$ cat config.mk
export PLATFORM = sky130hd
export DESIGN_NAME = pipe_hazard_ctrl
export DESIGN_NICKNAME = d
export VERILOG_FILES = /design/src/rtl/pipe_hazard_ctrl.sv
export SDC_FILE = /design/constraint.sdc
export NUM_CORES = 1
export LEC_CHECK = 0
export ABC_AREA = 1
export CAP_MARGIN = 10
export CORE_MARGIN = 2
export CORE_UTILIZATION = 45
export CTS_BUF_LIST = sky130_fd_sc_hd__clkbuf_4 sky130_fd_sc_hd__clkbuf_8 sky130_fd_sc_hd__clkbuf_16
export DETAILED_ROUTE_END_ITERATION = 12
export PLACE_DENSITY = 0.85
export SLEW_MARGIN = 25
export SYNTH_ARGS = -nofsm -noshare
export SYNTH_HDL_FRONTEND = slang
export SYNTH_SLANG_ARGS = --single-unit
$ cat constraint.sdc
create_clock -name clk -period 2.2 [get_ports clk]
set_input_delay 0.33 -clock clk [delete_from_list [all_inputs] [get_ports clk]]
set_output_delay 0.33 -clock clk [all_outputs]
set_load 0.02 [all_outputs]
$ cat src/rtl/pipe_hazard_ctrl.sv
// -----------------------------------------------------------------------------
// pipe_hazard_ctrl
//
// Purpose:
//   Front-end hazard controller for a classic 5-stage in-order pipeline.
//   It stalls IF/ID on read-after-write hazards, flushes the front end on a
//   taken branch, and freezes the front end while a multi-cycle mul/div op
//   occupies EX. It also keeps a saturating count of frozen-front-end cycles.
//
// Configuration macro:
//   HAZ_FORWARD_EN - when defined, the datapath has full forwarding, so only a
//                    load in EX feeding the ID instruction (load-use) stalls.
//                    When undefined, any pending EX or MEM writer of a source
//                    register stalls ID.
//
// Parameters:
//   MULDIV_CYCLES  - cycles a mul/div op occupies EX (2..63, default 32).
//
// Ports:
//   clk                 in   1  clock, rising edge
//   reset               in   1  synchronous active-high reset
//   rs_id_i, rt_id_i    in   5  source registers of the ID instruction
//   uses_rs_id_i        in   1  ID instruction reads rs
//   uses_rt_id_i        in   1  ID instruction reads rt
//   reg_wr_ex_i         in   1  EX instruction writes a register
//   mem_to_reg_ex_i     in   1  EX instruction is a load
//   rd_ex_i             in   5  EX destination register
//   reg_wr_mem_i        in   1  MEM instruction writes a register
//   rd_mem_i            in   5  MEM destination register
//   branch_taken_ex_i   in   1  branch/jump in EX resolved taken
//   muldiv_start_ex_i   in   1  mul/div instruction present in EX
//   stall_clr_i         in   1  clear the stall counter
//   pc_en_o             out  1  PC update enable
//   if_id_en_o          out  1  IF/ID capture enable
//   if_id_flush_o       out  1  IF/ID loads a NOP
//   id_ex_flush_o       out  1  ID/EX loads a bubble
//   ex_mem_bubble_o     out  1  EX/MEM loads a bubble
//   muldiv_busy_o       out  1  mul/div in progress
//   muldiv_done_o       out  1  pulse on the last mul/div cycle
//   stall_cycles_o      out 16  saturating frozen-front-end cycle count
// -----------------------------------------------------------------------------
module pipe_hazard_ctrl #(
    parameter int MULDIV_CYCLES = 32
) (
    input  logic        clk,
    input  logic        reset,
    input  logic [4:0]  rs_id_i,
    input  logic [4:0]  rt_id_i,
    input  logic        uses_rs_id_i,
    input  logic        uses_rt_id_i,
    input  logic        reg_wr_ex_i,
    input  logic        mem_to_reg_ex_i,
    input  logic [4:0]  rd_ex_i,
    input  logic        reg_wr_mem_i,
    input  logic [4:0]  rd_mem_i,
    input  logic        branch_taken_ex_i,
    input  logic        muldiv_start_ex_i,
    input  logic        stall_clr_i,
    output logic        pc_en_o,
    output logic        if_id_en_o,
    output logic        if_id_flush_o,
    output logic        id_ex_flush_o,
    output logic        ex_mem_bubble_o,
    output logic        muldiv_busy_o,
    output logic        muldiv_done_o,
    output logic [15:0] stall_cycles_o
);

    typedef enum logic {
        RUN     = 1'b0,
        MD_BUSY = 1'b1
    } state_t;

    localparam logic [5:0] MD_LOAD = 6'(MULDIV_CYCLES - 1);

    state_t      r_state;
    logic [5:0]  r_md_cnt;
    logic [15:0] r_stall_cnt;

    logic        w_rs_ex_match;
    logic        w_rt_ex_match;
    logic        w_rs_mem_match;
    logic        w_rt_mem_match;
    logic        w_hazard;
    logic        w_pc_en;

    // Source/destination comparisons. Register 0 is hard-wired to zero, so a
    // "write" to it can never create a dependency.
    assign w_rs_ex_match  = uses_rs_id_i && (rs_id_i != 5'd0) && (rs_id_i == rd_ex_i);
    assign w_rt_ex_match  = uses_rt_id_i && (rt_id_i != 5'd0) && (rt_id_i == rd_ex_i);
    assign w_rs_mem_match = uses_rs_id_i && (rs_id_i != 5'd0) && (rs_id_i == rd_mem_i);
    assign w_rt_mem_match = uses_rt_id_i && (rt_id_i != 5'd0) && (rt_id_i == rd_mem_i);

`ifdef HAZ_FORWARD_EN
    // With forwarding, only a load result is unavailable in time for the
    // dependent instruction; MEM-stage results are forwarded.
    logic w_unused_mem;
    assign w_unused_mem = ^{reg_wr_mem_i, w_rs_mem_match, w_rt_mem_match};
    assign w_hazard = reg_wr_ex_i && mem_to_reg_ex_i && (w_rs_ex_match || w_rt_ex_match);
`else
    // Without forwarding, any writer still in EX or MEM blocks the read. The
    // register file writes before it reads, so WB needs no check.
    logic w_unused_load;
    assign w_unused_load = mem_to_reg_ex_i;
    assign w_hazard = (reg_wr_ex_i  && (w_rs_ex_match  || w_rt_ex_match)) ||
                      (reg_wr_mem_i && (w_rs_mem_match || w_rt_mem_match));
`endif

    // Pipeline control decode. Priority: reset, mul/div freeze (EX is owned
    // by the mul/div so a branch there cannot be acted on), taken branch,
    // then RAW hazard. During mul/div the ID/EX register is held by its own
    // enable path, so no flush is issued there; EX/MEM gets bubbles instead.
    always_comb begin
        w_pc_en         = 1'b1;
        if_id_en_o      = 1'b1;
        if_id_flush_o   = 1'b0;
        id_ex_flush_o   = 1'b0;
        ex_mem_bubble_o = 1'b0;
        muldiv_busy_o   = 1'b0;
        muldiv_done_o   = 1'b0;
        if (reset) begin
            w_pc_en         = 1'b0;
            if_id_en_o      = 1'b0;
            if_id_flush_o   = 1'b1;
            id_ex_flush_o   = 1'b1;
            ex_mem_bubble_o = 1'b1;
        end else if (r_state == MD_BUSY) begin
            w_pc_en         = 1'b0;
            if_id_en_o      = 1'b0;
            ex_mem_bubble_o = 1'b1;
            muldiv_busy_o   = 1'b1;
            muldiv_done_o   = (r_md_cnt == 6'd0);
        end else if (branch_taken_ex_i) begin
            if_id_flush_o   = 1'b1;
            id_ex_flush_o   = 1'b1;
        end else if (w_hazard) begin
            w_pc_en         = 1'b0;
            if_id_en_o      = 1'b0;
            id_ex_flush_o   = 1'b1;
        end
    end

    assign pc_en_o = w_pc_en;

    // Mul/div occupancy FSM. The countdown is loaded with MULDIV_CYCLES-1 so
    // that MD_BUSY lasts exactly MULDIV_CYCLES cycles, ending on md_cnt==0.
    // A taken branch in the same cycle squashes the mul/div, so no entry.
    always_ff @(posedge clk) begin
        if (reset) begin
            r_state  <= RUN;
            r_md_cnt <= 6'd0;
        end else begin
            case (r_state)
                RUN: begin
                    if (muldiv_start_ex_i && !branch_taken_ex_i) begin
                        r_state  <= MD_BUSY;
                        r_md_cnt <= MD_LOAD;
                    end
                end
                MD_BUSY: begin
                    if (r_md_cnt == 6'd0) begin
                        r_state <= RUN;
                    end else begin
                        r_md_cnt <= r_md_cnt - 6'd1;
                    end
                end
                default: begin
                    r_state  <= RUN;
                    r_md_cnt <= 6'd0;
                end
            endcase
        end
    end

    // Frozen-front-end cycle counter. Clear wins over increment, and the
    // count sticks at all-ones instead of wrapping.
    always_ff @(posedge clk) begin
        if (reset) begin
            r_stall_cnt <= 16'd0;
        end else if (stall_clr_i) begin
            r_stall_cnt <= 16'd0;
        end else if (!w_pc_en && (r_stall_cnt != 16'hFFFF)) begin
            r_stall_cnt <= r_stall_cnt + 16'd1;
        end
    end

    assign stall_cycles_o = r_stall_cnt;

endmodule

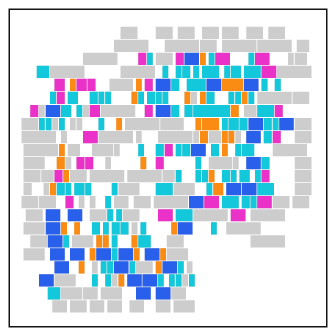
Fig. 1. Gate-type map (run 1).
colour	family	cells
blue	xor and xnor cells	32
orange	nor cells	35
magenta	aoi and oai cells	27
cyan	nand cells	97
most frequent logic cell in the layout: nand2_1
fraction of area in multi-input gates: 0.4814
final cell count without fillers: 346

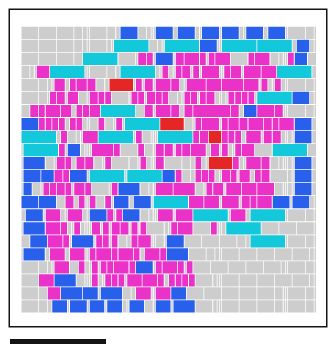
Fig. 2. Placed cells, one colour a class (run 1).
Bar = 20 um. Fill, decap, tap and diode cells in grey.
colour	class	cells	share of their area
red	clock drivers and dummy loads	4	2.2%
magenta	remaining logic cells	216	53%
cyan	sequential cells	23	20%
blue	remaining buffers and delay cells	55	24%
final instance area: 2316 sq um
fraction of area in registers: 0.1988
FP Rows: 22

==> deck_impl_summary.md, run 1 <==
Synthesis and Place & Route Summary

Logic synthesis
  • Most frequent cell after synthesis: nand2_1
  • Biggest area consumer among synthesized cells: dfxtp_1
  • Aoi share: 0.09776
  • Synth flops: 23
  • Synth async-reset ratio: 0
  • Post-synthesis mux area share: 0
  • Mapped Area: 1728 sq um
  • Area share, top type: 0.2665
  • Synth Net Count: 279
  • Gate Count Post-Synth: 247
  • Simple-Gate Area Share: 0.3678
  • Chip Area, Yosys: 1728 sq um
  • Main flop type: dfxtp_1

Pwr
  • Combinational share of power: 0.259
  • Final Power: 0.0009692 W
  • P_seq: 0.000443 W
  • Int Pwr: 0.0006864 W
  • Sw Ratio: 0.2918
  • P_comb: 0.000251 W
  • Clock share of power: 0.285

Run
  • Max Cap Viol: 0

Critical path
  • Worst R2R End: stall_cycles_o[0]
  • Crit. path cell count: 5
  • CP top delay family: buffers and inverters
  • Worst EP required: 1870 ps
  • Setup crit end: if_id_flush_o
  • Worst-path cell chain: clkdlybuf4s50_1, buf_4, inv_1, o21ai_0, clkdlybuf4s50_1
  • Crit path DAT: 1710 ps
  • Worst setup startpoint: reset
  • Startpoint types: input port
  • R2R setup slack: 340 ps
  • Worst-path maximum fanout: 4
  • Worst r2r path cells: 7

Global route
  • Met3 Usage GRT: 0.03918
  • GRT busiest layer: met2
  • Grt met2 use: 0.3434
  • First-pass GRT wire length: 6.734 mm
  • Vias in the first global route: 1546
  • Gr ovfl total: 0
  • Largest net degree at the start of global routing: 20
  • GR Util met1: 0.2432

Final timing
  • Max Clock Skew: 6.917 ps
  • Max Transition Viols Final: 0
  • Hold Slack: 470.8 ps
  • Final Worst Setup Slack: 161.8 ps
  • Final min period: 2038 ps
  • Total Neg Setup Slack: 0 ps
  • Worst Tran Pin Value: 563.0 ps

Floorplan
  • Die width: 65.97 um
  • Core area: 3689 sq um
  • Tap Cells: 48
  • Floorplan core density: 0.4685
  • Die ar.: 4351 sq um

Finish
  • Top cell category: combinational gates
  • N_diodes: 0
  • # fillers: 348
  • Comb area: 1115 sq um
  • #MultiIn Comb: 193
  • Max FFs per register: 16
  • Non-clock buffer share: 0.2355
  • Flop count: 23
  • Clk cell area share: 0.02107
  • Fraction of layout cells with a size suffix above 1: 0.1040

CTS
  • H-tree depth: 1
  • CTS resizes: 16
  • Clock buffer depth: 2
  • Post-CTS Setup Bufs: 0
  • Clk Latency, worst-skew pair: 270 ps
  • Hold Buf Count CTS: 0
  • CTS clk-pin slew, worst paths: 80 ps

Run status
  • Result of the run: finished, final reports clean

Placement
  • Inst Count DP: 342

Drt
  • Vias per cell: 4.986
  • Uppermost layer routed: met4
  • Met2 WL post-DR: 1.965 mm
  • Drt pass-1 iters: 5
  • Post-Route M1 WL: 1.811 mm
  • Post-DRT Antenna Nets: 0

Min path
  • Hold Path Stages: 2
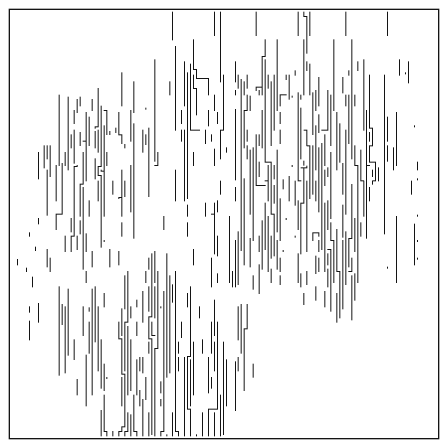
Fig. 3. The metal 2 layer (run 1).
longest straight run	26.4 um
share of all routed wire	49%
wire length on this layer	1970 um
main direction	vertical
nets with wire on the layer	265
Vias: 1725
total routed wirelength: 4.023 mm

Fig. 4: run 1, cells by drive strength
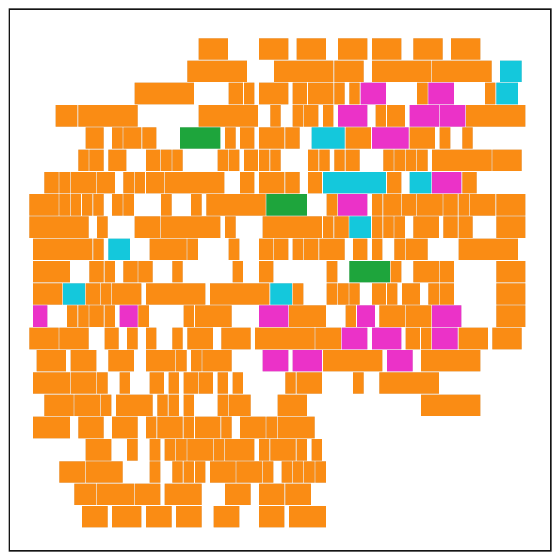

## Run 2: what changed since run 1
--- a/constraint.sdc
+++ b/constraint.sdc
@@ -3,2 +3,2 @@
 set_output_delay 0.33 -clock clk [all_outputs]
-set_load 0.02 [all_outputs]
+set_load 0.1 [all_outputs]
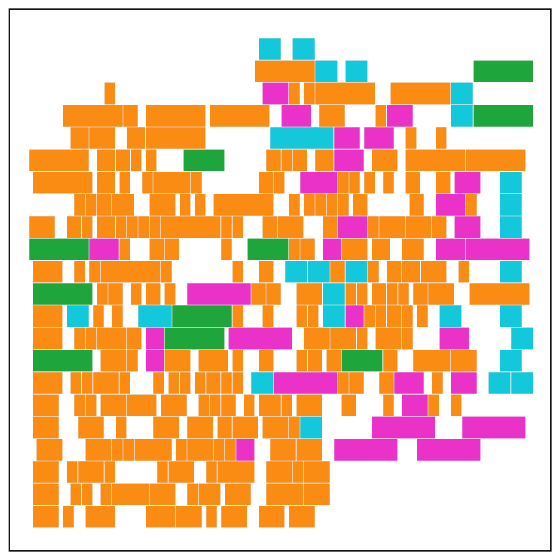
Fig. 5. Cells by drive strength (run 2).
colour	size	cells	share	most used
cyan	x3 and x4	26	8.7%	buf_4
magenta	x2	30	10%	dfxtp_2
orange	x1 and smaller	234	78%	nand2_1
green	x6 and larger	10	3.3%	buf_12
bufs w/o clock: 57
Final Worst Setup Slack: 205.9 ps
final instance area: 2374 sq um
Area Growth Syn to Fin: 37.36%

==> run 2 against run 1 <==
Wire length is 0.30% higher. Sequential share of layout area is 0.060 points lower. Critical path depth is 7 higher. Power is 11% higher. Clock power increased by 1%. Clock skew is 3.2 ps higher. Combinational power increased by about 40%. Sequential power hardly changed. Largest cell class unchanged.
==> deck_impl_summary.md, run 2 <==
Synthesis and Place & Route Summary

Run status
  • Result of the run: finished, final reports clean

Logic synthesis
  • Post-synthesis mux area share: 0 (unchanged)
  • Most frequent cell after synthesis: nand2_1
  • Area share, top type: 0.2665 (unchanged)
  • Synth Net Count: 279 (unchanged)
  • Mapped Area: 1728 sq um (unchanged)
  • Main flop type: dfxtp_1
  • Simple-Gate Area Share: 0.3678 (unchanged)
  • Gate Count Post-Synth: 247 (unchanged)
  • Chip Area, Yosys: 1728 sq um (unchanged)
  • Synth flops: 23 (unchanged)
  • Synth async-reset ratio: 0 (unchanged)
  • Biggest area consumer among synthesized cells: dfxtp_1
  • Aoi share: 0.09776 (unchanged)

Final timing
  • Max Transition Viols Final: 0 (unchanged)
  • Max Clock Skew: 10.08 ps (+3.166 ps)
  • Worst Tran Pin Value: 573.5 ps (+10.51 ps)

Critical path
  • Worst EP required: 1870 ps (about the same)
  • Setup crit end: pc_en_o
  • Worst-path maximum fanout: 3 (-1)
  • Crit. path cell count: 12 (+7)
  • Worst R2R End: stall_cycles_o[4]
  • CP top delay family: simple AND/OR/NAND/NOR gates
  • Crit path DAT: 1660 ps (-50 ps)
  • Worst-path cell chain: dlygate4sd2_1, xnor2_1, nand2_1, nor2_2, nand3_1, nand2_1, nand2_1, nand2_2, nand2_2, nand2_4, clkinvlp_4, buf_12
  • Worst setup startpoint: rd_ex_i[0]
  • R2R setup slack: 340 ps (about the same)

Drt
  • Met2 WL post-DR: 2.010 mm (+2.3%)
  • Total routed wirelength: 4.035 mm (+0.30%)
  • Vias per cell: 5.118 (+2.7%)
  • Post-DRT Antenna Nets: 0 (unchanged)
  • Uppermost layer routed: met4
  • Drt pass-1 iters: 4 (-1)
  • Vias: 1781 (+3.2%)

Min path
  • Hold Path Stages: 2 (unchanged)

Finish
  • Fraction of layout cells with a size suffix above 1: 0.2200 (+0.1160)
  • # fillers: 357 (+2.6%)
  • #MultiIn Comb: 193 (unchanged)
  • Max FFs per register: 16 (unchanged)
  • Comb area: 1127 sq um (+1.1%)
  • Final cell count without fillers: 348 (+0.58%)
  • Most frequent logic cell in the layout: nand2_1
  • Top cell category: combinational gates
  • N_diodes: 0 (unchanged)
  • Clk cell area share: 0.02056 (-0.0005110)

Pwr
  • P_seq: 0.000443 W (about the same)
  • Combinational share of power: 0.327 (+0.068)
  • P_comb: 0.000351 W (+40%)
  • Int Pwr: 0.0007105 W (+3.5%)
  • Sw Ratio: 0.3384 (+0.04657)
  • Final Power: 0.001074 W (+11%)

Floorplan
  • Die width: 65.97 um (unchanged)
  • Die ar.: 4351 sq um (unchanged)
  • Core area: 3689 sq um (unchanged)
  • Floorplan core density: 0.4685 (unchanged)
  • FP Rows: 22 (unchanged)

Global route
  • Vias in the first global route: 1653 (+6.9%)
  • GRT busiest layer: met2
  • First-pass GRT wire length: 6.913 mm (+2.7%)
  • Largest net degree at the start of global routing: 15 (-25%)
  • Gr ovfl total: 0 (unchanged)
  • Met3 Usage GRT: 0.05111 (+0.01193)

Run
  • Max Cap Viol: 0 (unchanged)

CTS
  • Hold Buf Count CTS: 0 (unchanged)
  • Clock buffer depth: 2 (unchanged)
  • Post-CTS Setup Bufs: 0 (unchanged)
  • CTS clk-pin slew, worst paths: 80 ps (about the same)

Placement
  • Inst Count DP: 343 (+0.29%)
No activity file was given, so power comes from the tool's default toggle rates.
